### config.mk
export PLATFORM = sky130hd
export DESIGN_NAME = fminmax_pipe
export DESIGN_NICKNAME = d
export VERILOG_FILES = /design/src/rtl/fminmax_pipe.sv
export SDC_FILE = /design/constraint.sdc
export NUM_CORES = 1
export LEC_CHECK = 0
export CAP_MARGIN = 20
export CORE_ASPECT_RATIO = 0.6
export CORE_MARGIN = 3
export CORE_UTILIZATION = 25
export CTS_BUF_LIST = sky130_fd_sc_hd__clkbuf_4 sky130_fd_sc_hd__clkbuf_8
export DETAILED_ROUTE_END_ITERATION = 8
export GPL_ROUTABILITY_DRIVEN = 0
export MAX_ROUTING_LAYER = met4
export SLEW_MARGIN = 20
export SYNTH_ARGS = -nofsm -noshare
export SYNTH_HDL_FRONTEND = slang
export SYNTH_SLANG_ARGS = --single-unit
### constraint.sdc
create_clock -name clk -period 4.49 [get_ports clk]
set_clock_uncertainty 0.2 [all_clocks]
set_input_delay 0.6735 -clock clk [delete_from_list [all_inputs] [get_ports clk]]
set_output_delay 0.6735 -clock clk [all_outputs]
set_load 0.1 [all_outputs]
### src/rtl/fminmax_pipe.sv
// fminmax_pipe: two-stage IEEE-754 single-precision FMIN/FMAX unit.
// Latency 2 cycles from input handshake to out_valid; throughput 1/cycle.
// Backpressure: stages advance only when downstream has room; in_ready is
// combinational from out_ready and pipeline state only.
module fminmax_pipe #(
  parameter logic [31:0] CANON_NAN = 32'h7FC00000
) (
  input  logic        clk,
  input  logic        rst,
  input  logic [31:0] op1,
  input  logic [31:0] op2,
  input  logic        mode,
  input  logic        in_valid,
  output logic        in_ready,
  output logic [31:0] result,
  output logic        invalid,
  output logic        out_valid,
  input  logic        out_ready
);

  // NaN: all-ones exponent with a non-zero mantissa.
  function automatic logic is_nan(input logic [31:0] x);
    return (x[30:23] == 8'hFF) && (x[22:0] != 23'd0);
  endfunction

  // Signaling NaN: NaN with the quiet bit clear.
  function automatic logic is_snan(input logic [31:0] x);
    return is_nan(x) && !x[22];
  endfunction

  // Ordered less-than for non-NaN operands; -0 sorts below +0 and
  // denormals are compared by raw magnitude bits.
  function automatic logic ord_lt(input logic [31:0] a, input logic [31:0] b);
    logic res;
    if (a[31] != b[31]) begin
      res = a[31];
    end else if (!a[31]) begin
      res = a[30:0] < b[30:0];
    end else begin
      res = a[30:0] > b[30:0];
    end
    return res;
  endfunction

  // Stage 1 state
  logic        s1_valid_q;
  logic [31:0] s1_op1_q, s1_op2_q;
  logic        s1_mode_q;
  logic        s1_nan1_q, s1_nan2_q;
  logic        s1_snan1_q, s1_snan2_q;
  logic        s1_lt_q;

  // Stage 2 state (drives the outputs directly)
  logic        out_valid_q;
  logic [31:0] result_q;
  logic        invalid_q;

  // Stage 2 next-state values
  logic [31:0] result_d;
  logic        invalid_d;

  logic        s2_ready;

  // Stage 2 can take new data when empty or when its item leaves this cycle;
  // stage 1 can accept when empty or when it moves into stage 2.
  always_comb begin
    s2_ready = !out_valid_q || out_ready;
    in_ready = !s1_valid_q || s2_ready;
  end

  // Final selection from the stage-1 classification and ordering bits.
  always_comb begin
    result_d  = 32'h0;
    invalid_d = s1_snan1_q || s1_snan2_q;
    if (s1_nan1_q && s1_nan2_q) begin
      result_d = CANON_NAN;
    end else if (s1_nan1_q) begin
      result_d = s1_op2_q;
    end else if (s1_nan2_q) begin
      result_d = s1_op1_q;
    end else if (s1_mode_q) begin
      result_d = s1_lt_q ? s1_op2_q : s1_op1_q;
    end else begin
      result_d = s1_lt_q ? s1_op1_q : s1_op2_q;
    end
  end

  // Stage 1: capture operands and their classification on input handshake.
  always_ff @(posedge clk or posedge rst) begin
    if (rst) begin
      s1_valid_q <= 1'b0;
      s1_op1_q   <= 32'h0;
      s1_op2_q   <= 32'h0;
      s1_mode_q  <= 1'b0;
      s1_nan1_q  <= 1'b0;
      s1_nan2_q  <= 1'b0;
      s1_snan1_q <= 1'b0;
      s1_snan2_q <= 1'b0;
      s1_lt_q    <= 1'b0;
    end else if (in_ready) begin
      s1_valid_q <= in_valid;
      if (in_valid) begin
        s1_op1_q   <= op1;
        s1_op2_q   <= op2;
        s1_mode_q  <= mode;
        s1_nan1_q  <= is_nan(op1);
        s1_nan2_q  <= is_nan(op2);
        s1_snan1_q <= is_snan(op1);
        s1_snan2_q <= is_snan(op2);
        s1_lt_q    <= ord_lt(op1, op2);
      end
    end
  end

  // Stage 2: register the selected result; hold it while the output stalls.
  always_ff @(posedge clk or posedge rst) begin
    if (rst) begin
      out_valid_q <= 1'b0;
      result_q    <= 32'h0;
      invalid_q   <= 1'b0;
    end else if (s2_ready) begin
      out_valid_q <= s1_valid_q;
      if (s1_valid_q) begin
        result_q  <= result_d;
        invalid_q <= invalid_d;
      end
    end
  end

  assign out_valid = out_valid_q;
  assign result    = result_q;
  assign invalid   = invalid_q;

endmodule

Figure 1. Clock wires, drivers and flops (run 1).
Scale: 3 px per um.
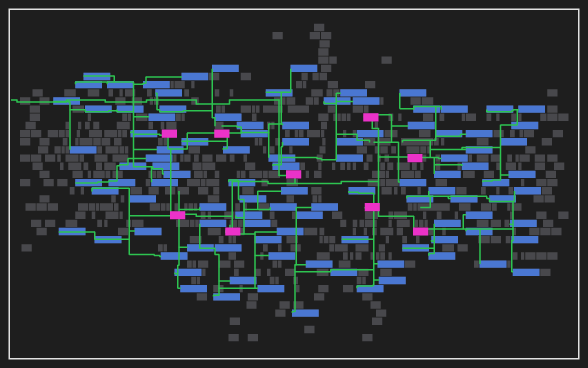
Key: blue = flip-flops [count 105]; green = clock wires [length 1,510 um]; magenta = clock-net drivers [count 9]
There are 10 routed clock nets.
clk latency late pin: 390 ps
power share of the clock group: 0.213
Clk. pwr: 709 uW

Figure 2. I/O nets highlighted (run 1).
Scale: 3 px per um.
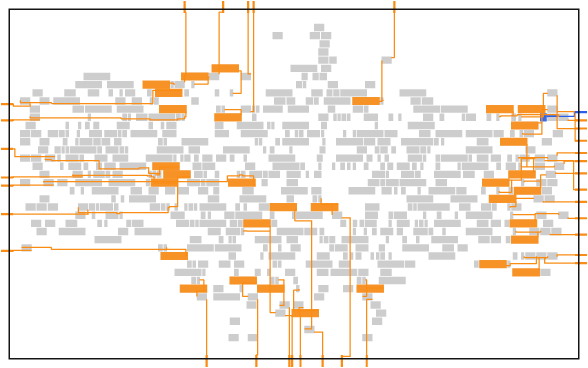
Key: blue = rst [direction input, end cells 1, buffers 1, wire 15.9 um]; orange = result [direction output, end cells 32, buffers 32, wire 1,310 um]
Top Ports: 104
Buffers on Ports: 103

Figure 3. Routing congestion map (run 1).
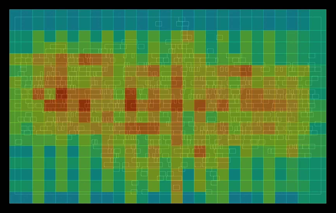
Final Util: 0.341
GR peak layer: met1
Tot GR Track Use: 0.138
wire per inst: 16.5 um

==> run 1: worst max-delay path by stage <==
stage / start / end / slack (ps) / cells after the start
after floorplan: rst / invalid$_DFFE_PP0P_ / 860 / 1
after global placement: out_ready / result[16]$_DFFE_PP0P_ / 1440 / 5
final: result[24]$_DFFE_PP0P_ / result[24] / 1640 / 1
after global routing: out_ready / result[15]$_DFFE_PP0P_ / 1560 / 5
after CTS: result[22]$_DFFE_PP0P_ / result[22] / 1620 / 1
after detailed placement: out_ready / result[14]$_DFFE_PP0P_ / 1360 / 5
==> run 1: layout make-up <==
type                       instances  area [um^2]
fill                            2032        12800
sequential                       105         2630
multi-input combinational        326         2210
timing repair buffer             108         1080
tap                              266          333
inverter                          33          126
clock buffer                       9          124
clock inverter                     7          110
antenna                            2         5.00
==> impl_metrics.json, run 1 <==
{
  "grt_max_degree": 64,
  "r2r-start": "s1_lt_q$_DFFE_PP0P_",
  "synth-edff-count": 0,
  "cts_resized": 0,
  "drt_iter0_drc": 235,
  "power_mw": 3.32,
  "startpoint_type": "flop",
  "dpl.hpwl_mm": 10.8,
  "post-route-cell-area_um2": 6620,
  "met1_length_mm": 7.88,
  "setup_viol": 0,
  "power_leader": "combinational cells",
  "yosys.area_share.simple": 0.115,
  "pg_comb_mw": 1.39,
  "critPathKind": "reg -> out",
  "crit_family": "buffers and inverters",
  "endpoint_kind": "output pin",
  "drt-pass1-iter-count": 4,
  "yosys_warnings": 0,
  "ys_chip_area_um2": 5040,
  "reg2reg_depth": 5,
  "warning_count": 26,
  "grtUsageMet2": 0.173,
  "status": "complete, no violations",
  "switching_share": 0.446,
  "num_rows": 39,
  "relSlewSlack": 0.324,
  "routed_via_density": 4.43,
  "area_delta_synth_final_pct": 31.2,
  "synthCells": 484,
  "synth_area_per_cell_um2": 10.4,
  "cts_tree": "yes",
  "ys_types": 31,
  "synthAoiAreaFrac": 0.106
}
==> inputs of run 2 (changes only) <==
Clock period 4.49 ns to 2.51 ns, I/O delays scaled along.
Figure 4. Routing congestion map (run 2).
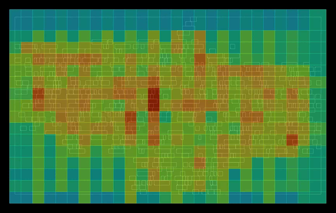
met2 Resource Use GR: 0.184
Tot GR Track Use: 0.141
Final Util: 0.355
wire per inst: 16.0 um
grt met3 use: 0.0420

==> impl_metrics.json, run 2 <==
{
  "clk-power_mw": 1.02,
  "setup_viol": 0,
  "antenna_found_initial": 2,
  "setup_tns_ps": 0,
  "startpoint_type": "primary input",
  "synth_area_per_cell_um2": 10.4,
  "grt_max_degree": 55,
  "clkLatencyLatePin_ps": 380,
  "port_buffers": 103,
  "grt.busiest_layer": "met1",
  "status": "complete, no violations",
  "post-route-cell-area_um2": 6890,
  "met1_length_mm": 8.06,
  "ios": 104,
  "warning_count": 27,
  "drt_iter0_drc": 267,
  "routed_via_density": 4.31,
  "relSlewSlack": 0.576,
  "critPathKind": "in -> reg",
  "dpl.hpwl_mm": 11.4,
  "pg_comb_mw": 2.52,
  "yosys_warnings": 0,
  "power_leader": "combinational cells",
  "endpoint_kind": "flop",
  "ys_chip_area_um2": 5040,
  "reg2reg_depth": 5,
  "cts_resized": 0,
  "ys_types": 31,
  "synth-edff-count": 0,
  "clkPwrFrac": 0.178,
  "power_mw": 5.71,
  "num_rows": 39,
  "startpoint": "op2[28]",
  "internal_power_mw": 3.11,
  "cts_tree": "yes",
  "chipHeight_um": 116,
  "critPathCapture": "s1_lt_q$_DFFE_PP0P_",
  "r2r-start": "s1_lt_q$_DFFE_PP0P_",
  "synthCells": 484,
  "area_delta_synth_final_pct": 36.6
}
[run 2: cell type report]
cell class,instances,area (um^2)
diodes,2,5.00
clock buffers,10,138
clock inverters,6,51.3
fillers,2036,12500
inverters,33,128
multi-input cells,326,2210
flip-flops and latches,105,2630
well taps,266,333
repair buffers,156,1390
[run 2: cells by family after synthesis]
logic type,synth area share
muxes,0.135
adders and majority gates,0.0769
DFF,0.521
AOI/OAI and AO/OA,0.106
xor gates and xnor gates,0.00174
and+or+nand+nor,0.115
buffers and inverters,0.0442
[run 2: critical path, stage by stage]
cell             delay (ps)
clkdlybuf4s50_1         490
inv_1                    60
ha_1                    290
a21o_1                  170
a21o_1                  180
a221oi_2                310
o21ai_2                 130
o21a_1                  210
a211oi_2                200
Power figures rest on the tool's default switching activity, not on a simulated workload.
